===== config.mk =====
export PLATFORM = sky130hd
export DESIGN_NAME = regfile_wb_arbiter
export DESIGN_NICKNAME = d
export VERILOG_FILES = /design/src/rtl/cpu_pkg.sv /design/src/rtl/rr_arbiter.sv /design/src/rtl/regfile_wb_arbiter.sv
export SDC_FILE = /design/constraint.sdc
export NUM_CORES = 1
export LEC_CHECK = 0
export CORE_MARGIN = 4
export CORE_UTILIZATION = 25
export DETAILED_ROUTE_END_ITERATION = 7
export GPL_TIMING_DRIVEN = 1
export PLACE_DENSITY = 0.67
export SYNTH_ARGS = -nofsm -noshare
export SYNTH_HDL_FRONTEND = slang
export SYNTH_SLANG_ARGS = --single-unit

===== constraint.sdc =====
create_clock -name clk -period 4.9 [get_ports clk]
set_clock_uncertainty 0.2 [all_clocks]
set_input_delay 1.225 -clock clk [delete_from_list [all_inputs] [get_ports clk]]
set_output_delay 1.225 -clock clk [all_outputs]
set_load 0.01 [all_outputs]

===== src/rtl/cpu_pkg.sv =====
// Shared CPU constants: register file geometry and writeback requester indices.
package cpu_pkg;

    localparam int unsigned REG_AW  = 5;
    localparam int unsigned REG_DW  = 32;
    localparam int unsigned WB_NREQ = 3;
    localparam int unsigned GID_W   = 3;

    localparam int unsigned WB_ALU = 0;
    localparam int unsigned WB_LD  = 1;
    localparam int unsigned WB_MUL = 2;

    // Increment a requester index, wrapping to 0 at n.
    function automatic logic [GID_W-1:0] wrap_inc(input logic [GID_W-1:0] idx,
                                                  input int unsigned n);
        if (32'(idx) + 32'd1 >= n) begin
            return '0;
        end
        return idx + 3'd1;
    endfunction

endpackage


===== src/rtl/rr_arbiter.sv =====
// Round-robin arbiter: first asserted request at or after ptr (wrapping) wins.
module rr_arbiter
    import cpu_pkg::*;
#(
    parameter int unsigned N = WB_NREQ
) (
    input  logic [N-1:0]       req,
    input  logic [GID_W-1:0]   ptr,
    input  logic               en,
    output logic [N-1:0]       gnt,
    output logic [GID_W-1:0]   gnt_idx
);

    localparam int unsigned CW = GID_W + 1;

    logic [CW-1:0] cand;
    logic          found;

    always_comb begin
        gnt     = '0;
        gnt_idx = '0;
        found   = 1'b0;
        cand    = '0;
        if (en) begin
            for (int k = 0; k < N; k++) begin
                cand = {1'b0, ptr} + CW'(k);
                if (cand >= CW'(N)) begin
                    cand = cand - CW'(N);
                end
                for (int j = 0; j < N; j++) begin
                    if (!found && cand == CW'(j) && req[j]) begin
                        found   = 1'b1;
                        gnt[j]  = 1'b1;
                        gnt_idx = GID_W'(j);
                    end
                end
            end
        end
    end

endmodule


===== src/rtl/regfile_wb_arbiter.sv =====
// Shares the register file write port among writeback units (round-robin, registered)
// and forwards the in-flight write onto both read ports.
module regfile_wb_arbiter
    import cpu_pkg::*;
#(
    parameter int unsigned NREQ = WB_NREQ,
    parameter int unsigned DW   = REG_DW,
    parameter int unsigned AW   = REG_AW
) (
    input  logic                clk,
    input  logic                rst_n,
    input  logic                stall,
    input  logic [NREQ-1:0]     req_valid,
    input  logic [NREQ*AW-1:0]  req_addr,
    input  logic [NREQ*DW-1:0]  req_data,
    output logic [NREQ-1:0]     req_ready,
    output logic                rf_we,
    output logic [AW-1:0]       rf_waddr,
    output logic [DW-1:0]       rf_wdata,
    output logic [GID_W-1:0]    grant_id,
    input  logic [AW-1:0]       rd_addr1,
    input  logic [AW-1:0]       rd_addr2,
    input  logic [DW-1:0]       rf_dout1,
    input  logic [DW-1:0]       rf_dout2,
    output logic [DW-1:0]       rd_data1,
    output logic [DW-1:0]       rd_data2
);

    logic [GID_W-1:0] ptr;
    logic [GID_W-1:0] gnt_idx;
    logic [NREQ-1:0]  gnt;
    logic             arb_en;
    logic [AW-1:0]    sel_addr;
    logic [DW-1:0]    sel_data;

    // Gating with rst_n keeps req_ready low for the whole reset assertion.
    assign arb_en = rst_n & ~stall;

    rr_arbiter #(
        .N(NREQ)
    ) u_arb (
        .req     (req_valid),
        .ptr     (ptr),
        .en      (arb_en),
        .gnt     (gnt),
        .gnt_idx (gnt_idx)
    );

    assign req_ready = gnt;

    always_comb begin
        sel_addr = '0;
        sel_data = '0;
        for (int i = 0; i < NREQ; i++) begin
            if (gnt[i]) begin
                sel_addr = req_addr[i*AW +: AW];
                sel_data = req_data[i*DW +: DW];
            end
        end
    end

    always_ff @(posedge clk or negedge rst_n) begin
        if (!rst_n) begin
            ptr      <= '0;
            rf_we    <= 1'b0;
            rf_waddr <= '0;
            rf_wdata <= '0;
            grant_id <= '0;
        end else if (|gnt) begin
            ptr      <= wrap_inc(gnt_idx, NREQ);
            rf_we    <= 1'b1;
            rf_waddr <= sel_addr;
            rf_wdata <= sel_data;
            grant_id <= gnt_idx;
        end else begin
            rf_we    <= 1'b0;
        end
    end

    // Register 0 is deliberately not special-cased here.
    assign rd_data1 = (rf_we && rf_waddr == rd_addr1) ? rf_wdata : rf_dout1;
    assign rd_data2 = (rf_we && rf_waddr == rd_addr2) ? rf_wdata : rf_dout2;

endmodule


run_1/class_map.png
Bar = 20 um.
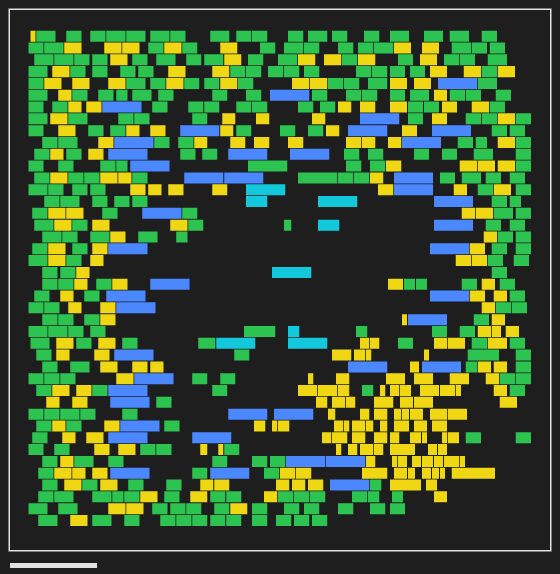
class	colour	cells	share of their area
sequential cells	blue	43	16%
remaining logic cells	yellow	237	33%
clock drivers and dummy loads	cyan	8	2.4%
remaining buffers and delay cells	green	316	49%

run_1/clock_nets.png
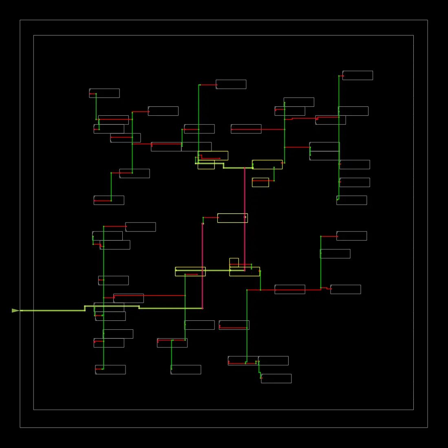
sequential cell count of the final layout: 43
clk pwr: 357 uW
TritonCTS Sinks: 43

run_1/m1.png
Supply wires on this layer in grey. Cells faint in the background.
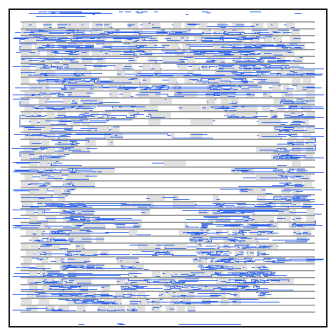
share of all routed wire	41%
longest straight run	52.0 um
main direction	horizontal

run_1/clock_wires.png
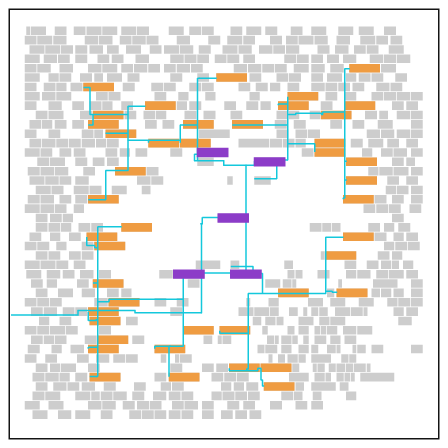
[clock-net drivers] purple | count: 5
[clock wires] cyan | length: 668 um
[flip-flops] orange | count: 43
routed clock nets	6

==> design notes, run 1 <==
Summing every instance area after synthesis gives 3380 um2. The clock transition at the registers of the reported paths is 0.06 ns. Yosys reports a chip area of 3380 um2.

The combinational logic power is 1750 uW. The checks that failed: setup timing. The flip-flop cell with the highest count after synthesis was dfrtp_1.

Per the OpenROAD floorplan log, the width of the die is 124 um. In this run, synthesis inferred 0 flip-flops with an integrated enable. Sorting the Yosys area breakdown by cell type puts at the top dfrtp_1. The global-route layer with the greatest usage is met2.

With the worst supply voltage drop on vdd at 0.168 mV, the sequential group power is 756 uW. The synthesis run identifies the leading combinational cell family as AND-OR/OR-AND gates. Routability-driven placement congestion ratio: 0.865. The cell family with the largest share of critical-path delay is buffers and inverters. The run finished, with violations left. Of the synthesized area, sequential elements account for 31.8%. The global-route usage over all layers is 19.7%. Most numerous logic cell after layout: clkdlybuf4s50_1.

Per the OpenROAD timing report, the critical path contains 7 cells. TritonRoute output was used to compute an average wire per cell of 21.4 um. The share of synthesized area in the top cell type comes to 31.8%. Endpoints failing hold in the final report were tallied at 0. The tools report the timing-limited maximum frequency as 201 MHz. In this run the maximum-capacitance check reported violations numbering 0. For met2 alone, demand over resource in global routing was 34.5%. Fraction of met3 tracks used by global routing: 5.57%. The cell occurring most often along the worst timing path was clkdlybuf4s50_1. For this run, the final setup violation count is recorded as 2.

In the final layout, excluding clock buffers the buffer count is 316. The data-path buffer share of cell area in the final layout works out to 47.4%. The launch instance of the worst min-delay path was grant_id[0]$_DFFE_PN0P_. The floorplan step records an initial core utilization of 25.6%.

Number of antenna violations at the first check in global routing: 0. Ranking logic cells in the layout by count gives the top entries 245 x clkdlybuf4s50_1, 64 x mux2_2, 51 x dlymetal6s2s_1. The layout multi-input combinational cell count came out at 230.

For the first-pass iteration count of the detailed router, the log shows 4. The filler cells instantiated in the layout total 1,218. The netlist uses 54 different library cells.

The number of instances in the placed design came out at 764. The signal on the critical path passes through clkdlybuf4s50_1 > xor2_1 > nor4_1 > and3_4 > clkbuf_16 > mux2_2 > clkdlybuf4s50_1. With the power per cell area at 411 nW/um2, the final worst slack is -0.0720 ns. For this design, the slowest cell found on the critical path is clkdlybuf4s50_1. Highest layer used for signal routing: met4. TritonCTS built the clock tree. Post-route cell area: 6970 um2. Category of the critical setup timing path: in -> out. In the per-layer breakdown of the detailed-route log, met1 shows 6.92 mm. The proportion of cell area spent on the clock network was 2.30%. The largest single stage delay on the critical path is 0.48 ns. OpenSTA lists the critical path startpoint as rd_addr2[4]. The main power-consuming group is combinational cells. In this run the post-CTS setup repair buffer count came out at 0.

The run gives 15,500 um2 for the full die area. The run gives 1.06 mm as the wire length on met3. The worst path needs 4.97 ns of the cycle, external delays included.

Once synthesis finished, the tally of register bits stood at 43. The detailed router finished its first iteration with 177 violations. Detailed placement finished with a half-perimeter wire length of 12.6 mm. Pin placement for this block handled 299 I/O pins. For the critical path data arrival time, the log shows 3.55 ns. Clock network fraction of total power: 12.5%. Across all register-to-register paths, the minimum setup slack is 0.98 ns. For the via count of the first global-routing pass, the log shows 4,164. The registers reported with the highest flop counts are rf_wdata x32, rf_waddr x5, ptr x3. With the total of clock buffers placed in the layout at 7, the total of hold buffers inserted after clock tree synthesis is 0. The tools report the end point of the most critical hold path as grant_id[0]$_DFFE_PN0P_. The first-pass GRT wire length is 24.4 mm. The run gives 26.4% for the power share of the sequential group. Routing resource usage on met1 recorded by global route was 24.3%. The flip-flop count of the largest register after layout was 32. The run gives 124 um for the height of the die.

The report lists the number of standard-cell rows as 42. The final route contains 3,854 vias. The total CTS buffers was 5; the number of antenna repair diodes was 0. At the pin with the least slew margin, the transition time is 0.574 ns.

STA classifies the critical path startpoint as an input port. For reference, compound AND-OR and OR-AND cells occupy 27.2% of the area reported after synthesis. The tools report the non-filler instance count after layout as 780. The largest register by flop count is rf_wdata. Across all checked pins, the minimum headroom to the slew limit is 61.8%.

For reference, full adder, half adder and majority cells occupy 3.33% of the area reported after synthesis. The final layout reports a setup TNS of -0.0739 ns. The net count after synthesis is 508. Following the worst setup path forward leads to its endpoint at rd_data2[6]. STA classifies the critical path endpoint as an output pin.

The placed instances occupy a cell area of 6570 um2. The run gives 0.0366 ns as the post-place setup slack. After detailed routing, the total wire length is 16.7 mm. Max-slew check failures listed in the final report amount to 0. Post-synthesis simple-gate area fraction: 8.21%. In the power breakdown, the internal column shows 1730 uW.

The worst hold path class is reg -> reg. Buffer type at the clock tree root: clkbuf_16.
==> run 2, diff against run 1 <==
- SKIP_LAST_GASP: default -> 1
run_2/clock_nets.png
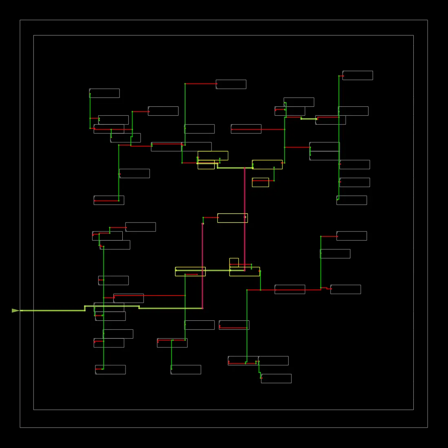
clk pwr: 358 uW
source-to-sink clock delay at the later pin of the worst-skew pair: 0.28 ns
number of clock buffers in the layout: 7

==> design notes, run 2 <==
The run finished, with violations left. The final reports fail on setup timing. The area share of the largest cell type after synthesis works out to 31.8% (unchanged). The arithmetic-cell share of the synthesized area counting full adders, half adders and majority gates is 3.33% (unchanged), and the first-pass GRT wire length is 24.4 mm (unchanged). Largest area contributor in the netlist: dfrtp_1. The count of buffers added on input and output ports is 297. The tools report the clock network fraction of total power as 12.5% (about the same). Final-report max-slew violation count: 0 (unchanged). The die width works out to 124 um (unchanged).

The final routed wire length divided by cell count works out to 21.3 um (-0.28%). The cell occurring most often along the worst timing path is clkdlybuf4s50_1. The tools report the worst supply voltage drop on vdd as 0.168 mV (about the same).

The worst-margin pin slew works out to 0.576 ns (+0.00204 ns). Among logic cells in the layout, the one with the most instances is clkdlybuf4s50_1. Chip area in the Yosys report: 3380 um2 (unchanged).

Per the CTS log, the root buffer master is clkbuf_16. The residual antenna-violating net count after detailed routing was 0; the number of antenna repair diodes was 0 (unchanged). The total of hold buffers inserted after clock tree synthesis came out at 0 (unchanged). The run gives 780 (unchanged) as the non-filler instance count after layout. In the final layout, the registers with the most flip-flops are rf_wdata x32, rf_waddr x5, ptr x3. The number of DRC markers in iteration 0 was 139 (-21%). The tools report the register-to-register path setup slack as 0.98 ns (about the same). The tools report the kind of capture point of the worst setup path as an output pin. The fraction of met3 tracks used by global routing is 5.57% (unchanged).

The tools report the sequential cell count of the final layout as 43 (unchanged). The critical path data arrival time is 3.58 ns (+0.03 ns). The global-route layer with the greatest usage is met2. The I/O pin count came out at 299 (unchanged). Via count of the routed design: 3,864 (+0.26%). The height of the die was 124 um (unchanged).

Ranked by flip-flop count, first place goes to rf_wdata. The tools report the timing-limited maximum frequency as 200 MHz (-0.70%). The headroom to the max-slew limit came out at 61.6% (-0.14 points).

The number of instances in the placed design came out at 764 (unchanged). The run gives 19.7% (unchanged) for the global-route usage over all layers. The post-route cell area was 6920 um2 (-0.68%).

The global-route met2 utilization is 34.5% (unchanged), and the clock transition at the registers of the reported paths is 0.06 ns (about the same). The worst hold path class is reg -> reg. The run gives 0 (unchanged) for the total setup buffers inserted after CTS. In this run the critical path is formed by clkdlybuf4s50_1 > xor2_1 > nor4_1 > and3_4 > buf_12 > mux2_2 > clkdlybuf4s50_1. The post-place setup slack was 0.0366 ns (unchanged). TritonCTS built the clock tree.

The post-synthesis simple-gate area fraction was 8.21% (unchanged). The category of the critical setup timing path was in -> out. For the number of fill cells in the layout, the log shows 1,229 (+0.90%). The total negative setup slack came out at -1.67 ns (-1.59 ns). STA shows the worst min-delay path finishing at grant_id[0]$_DFFE_PN0P_. The half-perimeter wire length after detailed placement is 12.6 mm (unchanged). The largest individual stage delay along the critical path comes from the cell clkdlybuf4s50_1.

The logs give 5 (unchanged) for the total CTS buffers and 4 (unchanged) for the first-pass iteration count of the detailed router. The critical path depth in cells is 7 (unchanged). Critical path startpoint category: an input port.

By instance count after routing, the leading logic cell types are 264 x clkdlybuf4s50_1, 64 x mux2_2, 43 x dfrtp_1. The AND-OR/OR-AND share of the synthesized area was 27.2% (unchanged). The run gives 100% for the async set or reset register ratio after synthesis. The initial cell density of the core is 25.6% (unchanged), and the number of antenna violations at the first check in global routing is 0 (unchanged). The post-synthesis net count was 508 (unchanged). The most repeated cell in the gate-level netlist after synthesis is mux2_2.

The full die area was 15,500 um2 (unchanged). With the clock sink count at 43 (unchanged), the flop and latch count out of synthesis is 43 (unchanged). Number of core rows: 42 (unchanged). For the wire length on met3, the log shows 1.02 mm (-3.8%). Cell family with the largest share of critical-path delay: buffers and inverters. The run gives 1730 uW (+0.17%) as the total internal power. For the final number of hold-violating endpoints, the log shows 0 (unchanged). The run gives 316 (unchanged) for the count of plain and timing-repair buffers in the layout. For the total detailed-routing wirelength, the log shows 16.6 mm (-0.28%). The layout multi-input combinational cell count is 230 (unchanged), and the proportion of cell area spent on the clock network is 2.31% (+0.016 points).

The highest layer touched by signal routing is met4. In this run the most critical hold path is launched from grant_id[0]$_DFFE_PN0P_. The max capacitance violation total was 0 (unchanged); the register share after synthesis was 31.8% (unchanged). The commonest register cell is dfrtp_1.

With the via count of the first global-routing pass at 4,164 (unchanged), the data-path buffer share of cell area in the final layout is 47.0% (-0.36 points). The run gives 32 (unchanged) for the flip-flop count of the largest register after layout. The startpoint of the most critical setup path was rd_addr2[4].

The placed standard-cell area was 6570 um2 (unchanged). The time the final worst path needs with I/O delays and setup was 5.01 ns (+0.0351 ns). With the distinct cell type count of the synthesized netlist at 54 (unchanged), the post-synthesis instance area is 3380 um2 (unchanged). The power share of the sequential group is 26.4% (about the same). The tools report the sequential group power as 757 uW (about the same). End of the critical path: rd_data2[31]. The dominant power group in this design is combinational cells. For the met1 layer wirelength in the final routing, the log shows 6.98 mm (+0.95%). The dominant non-sequential cell family after synthesis was AND-OR/OR-AND gates. Routability-driven placement congestion ratio: 0.865 (unchanged). The met1 track utilization from global routing came out at 24.3% (unchanged). The run gives -0.107 ns (-0.0351 ns) for the final worst slack. The number of synthesized flops with an enable pin was 0 (unchanged).

For the combinational logic power, the log shows 1760 uW (about the same). With the number of failing setup endpoints in the final timing report at 21 (+19), the power per cell area is 415 nW/um2 (+0.87%). The largest stage delay on the critical path was 0.49 ns (about the same). The largest cell class by area is buffers.
Power and IR drop assume default switching activity.
